Design uart_prog_ctrl, sky130hd; sources not shown.
Fig. 1: run 1, pin placement
Pins as bars across the die edge, other pins in grey.
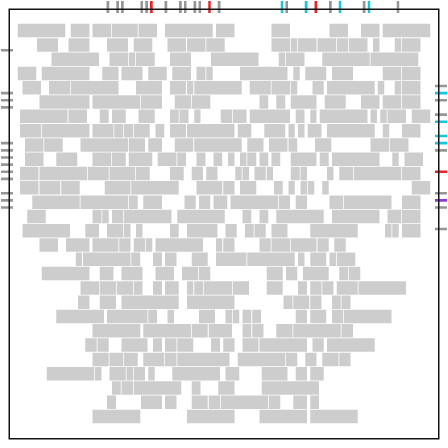
- purple: `tx_done` (pins 1; direction input; edge east)
- cyan: `mem_rdata` (pins 8; direction input; edge 4 north, 4 east)
- red: `led` (pins 4; direction output; edge 3 north, 1 east)
Die Span X: 81.4 µm
IO Port Bufs: 47
Die Y-Extent: 81.4 µm

Fig. 2: run 1, wires at chosen ports, followed through buffers
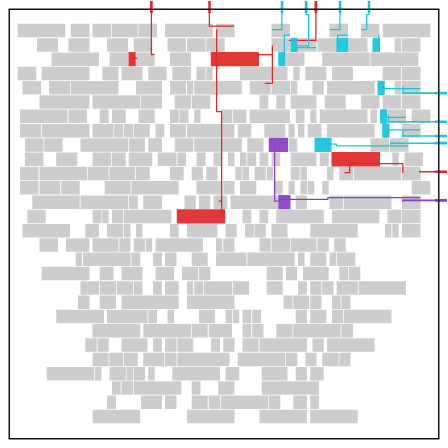
- red: `led` (direction output; end cells 4; buffers 4; wire 93.5 µm)
- purple: `tx_done` (direction input; end cells 2; buffers 1; wire 44.9 µm)
- cyan: `mem_rdata` (direction input; end cells 8; buffers 8; wire 109 µm)
num ports: 48

Fig. 3: run 1, metal layers overlaid
Bar = 20 µm.
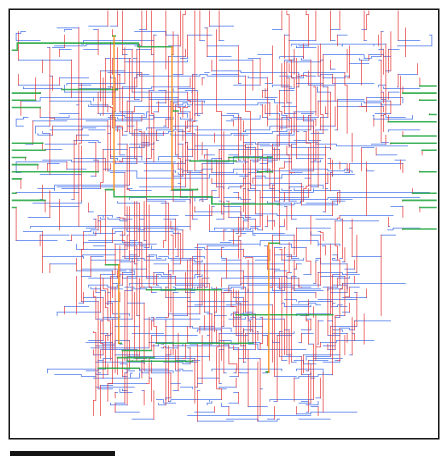
- blue: metal 1 (wire length 3250 µm)
- green: metal 3 (wire length 317 µm)
- red: metal 2 (wire length 3110 µm)
- orange: metal 4 (wire length 95.9 µm)
Total Routing Usage GR: 22.8%
WL per Instance: 15.8 µm
final wirelength: 6.77 mm
vias: 2527

==> out/metrics.yaml, run 1 <==
timing:
  slew_viol_final: 0
  slew-limit-headroom_pct: 51.4
  clock.fmax_mhz: 279
  hold_viol: 0
synth:
  synth_top_flop_cell: "dfrtp_1"
  ys_cells: 301
  ys_chip_area_mm2: 0.00316
  ys_ff: 57
  syn_inst: 301
power_and_ir_drop:
  power_frac_seq_pct: 37.8
  p_clk_share_pct: 29.8
  p_total_uw: 1470
  switching_share_pct: 30.9
  p_sw_uw: 453
  p_comb_share_pct: 32.4
placement:
  place_inst: 413
routing:
  via_per_inst: 5.89
  drt_iter0_drc: 137
  ant_nets: 0
layout:
  final_layout_top_logic_cell: "dfrtp_1"
  clock_buffers: 11
  flop-count: 57
  layoutNonFillerInstCount: 429
  comb_area_mm2: 0.00159
  flop_area_mm2: 0.00143
  nNonClkInverters: 13
global_route:
  use_met3_pct: 5.22
  grt_remaining_overflow: 0
  antenna_found_initial: 0
run:
  warnings: 25
clock_network:
  post_cts_buffers: 0
worst_setup_path:
  cp_max_fo: 22
  reg2reg_slack_ns: 2.70
run_status:
  status: "finished clean"
die:
  core_mm2: 0.00599
[run 1: cell usage after synthesis, types with 2 or more instances]
cell | number | area share [%]
and4_1 | 2 | 0.56
nor4_1 | 12 | 2.4
nand4b_1 | 2 | 0.56
a21oi_1 | 18 | 2.9
dfrtp_1 | 56 | 44
nor3_1 | 6 | 0.95
nand3_1 | 7 | 1.1
a21o_1 | 3 | 0.71
xnor2_1 | 13 | 3.6
o31ai_1 | 2 | 0.48
nand3_2 | 2 | 0.63
nor4b_1 | 3 | 0.83
or4_4 | 2 | 0.71
mux2_2 | 16 | 5.7
inv_1 | 13 | 1.5
or3_1 | 8 | 1.6
nor3b_1 | 3 | 0.71
buf_6 | 3 | 1.1
nand2b_1 | 16 | 3.2
nor2_1 | 14 | 1.7
or2_2 | 3 | 0.59
nand2_1 | 20 | 2.4
and3_1 | 2 | 0.40
mux2i_1 | 7 | 2.2
nor2b_1 | 5 | 0.99
buf_2 | 3 | 0.48
o21ai_0 | 13 | 2.1
clkbuf_1 | 4 | 0.48
o31a_1 | 2 | 0.56
nand3b_1 | 3 | 0.71
a211oi_1 | 2 | 0.48
a2111oi_0 | 3 | 0.83
a41oi_1 | 2 | 0.56
[run 1: critical path, cell delays in order (launching register included)]
cell	delay, ns
dfrtp_1	0.63
nor3_2	0.52
inv_1	0.07
clkdlybuf4s50_1	0.45
[run 1: logic make-up after synthesis]
group | count (synthesis) | synth area share (%)
flops | 57 | 45.2
mux | 24 | 8.29
xor+xnor | 13 | 3.61
buf+inv | 25 | 4.24
simple gates | 125 | 25.1
compound gates | 56 | 13.1
fa+ha+maj | 1 | 0.396
[run 1: per-layer routing]
layer  vias to the layer above  routed length (µm)
met4                         0                  95
met1                      1260                3250
met2                        63                3110
met5                         -                   0
met3                         8                 316
li1                       1196                   -
## Run 2: what changed since run 1
--- a/config.mk
+++ b/config.mk
@@ -5,7 +5,7 @@
 export SDC_FILE = /design/constraint.sdc
 export NUM_CORES = 1
 export LEC_CHECK = 0
-export CORE_UTILIZATION = 50
+export CORE_UTILIZATION = 49
 export DETAILED_ROUTE_END_ITERATION = 10
 export PLACE_DENSITY_LB_ADDON = 0.25
 export REMOVE_ABC_BUFFERS = 1
==> constraint.sdc (replaced) <==
create_clock -name clk -period 3 [get_ports clk]
set_clock_uncertainty 0.15 [all_clocks]
set_input_delay 0.75 -clock clk [delete_from_list [all_inputs] [get_ports clk]]
set_output_delay 0.75 -clock clk [all_outputs]
set_load 0.005 [all_outputs]
Fig. 4: run 2, metal layers overlaid
Bar = 20 µm.
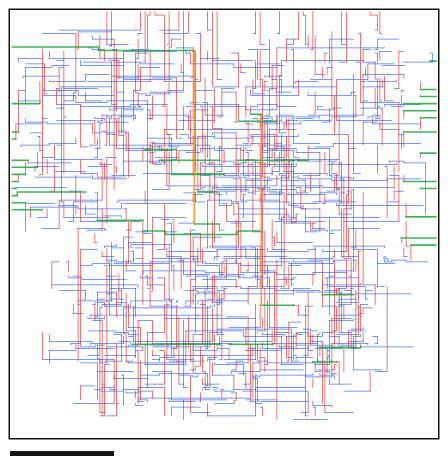
- green: metal 3 (wire length 277 µm)
- red: metal 2 (wire length 2970 µm)
- blue: metal 1 (wire length 3260 µm)
- orange: metal 4 (wire length 70.0 µm)
vias: 2508
WL per Instance: 14.9 µm
Total Routing Usage GR: 21.1%

==> out/metrics.yaml, run 2 <==
run_status:
  status: "finished clean"
timing:
  hold_viol: 0  # unchanged
  period_used_pct: 91.4
  worstMarginPinSlew_ns: 0.592
  setup_violations: 0
  slew_viol_final: 0  # unchanged
  slew-limit-headroom_pct: 60.0  # +8.6 points
  clock.fmax_mhz: 365
synth:
  yosys_warnings: 6
  synth-edff-count: 0
  yosys.area_share.aoi_pct: 13.1  # unchanged
  fa_ha_area_share_pct: 0.397  # unchanged
  syn_area_mm2: 0.00316
  synthMuxAreaShare_pct: 8.29  # unchanged
  top_cell: "dfrtp_1"
  ys_chip_area_mm2: 0.00316  # unchanged
  ys_cells: 301  # unchanged
  topCellsByArea: "dfrtp_1 (44%), mux2_2 (5.7%), xnor2_1 (3.6%)"
  ys_ff: 57  # unchanged
  synth_area_leader_cell: "dfrtp_1"
  synth_top_area_share_pct: 44.4  # unchanged
  syn_area_per_cell_um2: 10.5
  synth_top_flop_cell: "dfrtp_1"
  syn_inst: 301  # unchanged
  synthSimpleGateAreaFrac_pct: 25.1  # unchanged
  synth.comb.largest_family: "simple AND/OR/NAND/NOR gates"
  synthTopCellsByCount: "dfrtp_1 (56), nand2_1 (20), a21oi_1 (18)"
  async_flop_share_pct: 100
  synthXorXnorAreaFrac_pct: 3.61  # unchanged
clock_network:
  h-tree-depth: 3
  postCtsHoldBufs: 0
  cts_max_path_buffers: 2
  clk_latency_ns: 0.32
  post_cts_buffers: 0  # unchanged
  clkSinkCount: 57
  cts_resized: 0
  tritoncts: "done"
  clockRootBuffer: "clkbuf_8"
die:
  die_area_mm2: 0.00677
  die-width_um: 82.3  # +0.99%
  core_mm2: 0.00606  # +1.2%
  pin_count: 48  # unchanged
  die_h_um: 82.3  # +0.99%
  rows: 28
routing:
  wl_mm: 6.58  # -2.9%
  ant_nets: 0  # unchanged
  via_per_inst: 5.66  # -3.9%
  drcViolationCount: 0
  drt_iter0_drc: 96  # -30%
  dr.pass1.iters: 4
worst_setup_path:
  cp.arrival_ns: 2.79
  worst-r2r-cell-count: 7
  critical_path_required_ns: 3.05
  endpoint_kind: "flip-flop"
  cp_max_fo: 16  # -27%
  startpoint_type: "flip-flop"
  crit_type: "reg -> reg"
  reg2reg_slack_ns: 0.26  # -2.44 ns
placement:
  io_buffers: 47  # unchanged
  dpl.hpwl_mm: 4.60
  gp_congestion: 0.799
layout:
  flop_area_mm2: 0.00143  # unchanged
  antenna-diode-count: 0
  comb_area_mm2: 0.00159  # unchanged
  finalNetCount: 385
  final_layout_top_logic_cell: "dfrtp_1"
global_route:
  grt_remaining_overflow: 0  # unchanged
  grt_pass1_vias: 2293
  antenna_found_initial: 0  # unchanged
run:
  cap_violations: 0
  warnings: 25  # unchanged
power_and_ir_drop:
  power-per-cell-area_mw_per_mm2: 687
  leakage_uw: 0.00148
  p_total_uw: 2720  # +86%
hold_path:
  worstHoldPathType: "reg -> reg"
  whs_path_depth: 1
run 2: cell counts after synthesis:
No cell type changed its count.
run 2: cells by family (layout without fill, tap and decap cells):
family	after synthesis	in the layout
AOI/OAI and AO/OA	56	56
and+or+nand+nor	125	125
DFF	57	57
adders and majority gates	1	1
xor gates and xnor gates	13	13
buffers and inverters	25	92
muxes	24	24
run 2: per-stage QoR:
step / setup WS (ns) / instances / util, % / hold slack [ns] / area, µm²
floorplan: 0.498 / 289 / - / 0.301 / 3070
global placement: 0.225 / 427 / 62.0 / 0.290 / 3750
detailed placement: 0.193 / 427 / 62.0 / 0.316 / 3750
CTS: 0.294 / 443 / 65.3 / 0.332 / 3960
global route: 0.0399 / 443 / 65.3 / 0.342 / 3960
finish: 0.257 / 443 / 65.3 / 0.318 / 3960
run 2: layer usage:
| layer | part of all wire [%] | routed length, µm | up-vias | track usage [%] |
|---|---|---|---|---|
| li1 | - | - | 1222 | - |
| met1 | 50 | 3260 | 1225 | 30.9 |
| met2 | 45 | 2970 | 56 | 30.9 |
| met3 | 4.2 | 277 | 5 | 4.18 |
| met4 | 1.1 | 70 | 0 | 7.37 |
| met5 | 0 | 0 | - | 0 |
run 2: layout make-up:
class | instances | share of cell area [%]
inverters | 13 | 1.23
clock buffers | 11 | 3.82
repair buffers | 63 | 14.9
multi-input cells | 219 | 40.3
flip-flops and latches | 57 | 36.1
clock inverters | 5 | 1.36
well taps | 75 | 2.37
run 2: power by group:
group	internal (µW)	total (µW)	switching [µW]
Clock	426	735	309
Combinational	530	954	424
Sequential	912	1030	120
Total	1870	2720	854
run 2: critical path, stage by stage, from the launching register on:
cell and delay (ns):
dfrtp_1 0.41, inv_1 0.10, ha_1 0.21, nor4b_1 0.52
nand4b_1 0.32, o21ai_4 0.46, nor4_1 0.09, or3_1 0.36
No activity file was given, so power comes from the tool's default toggle rates.
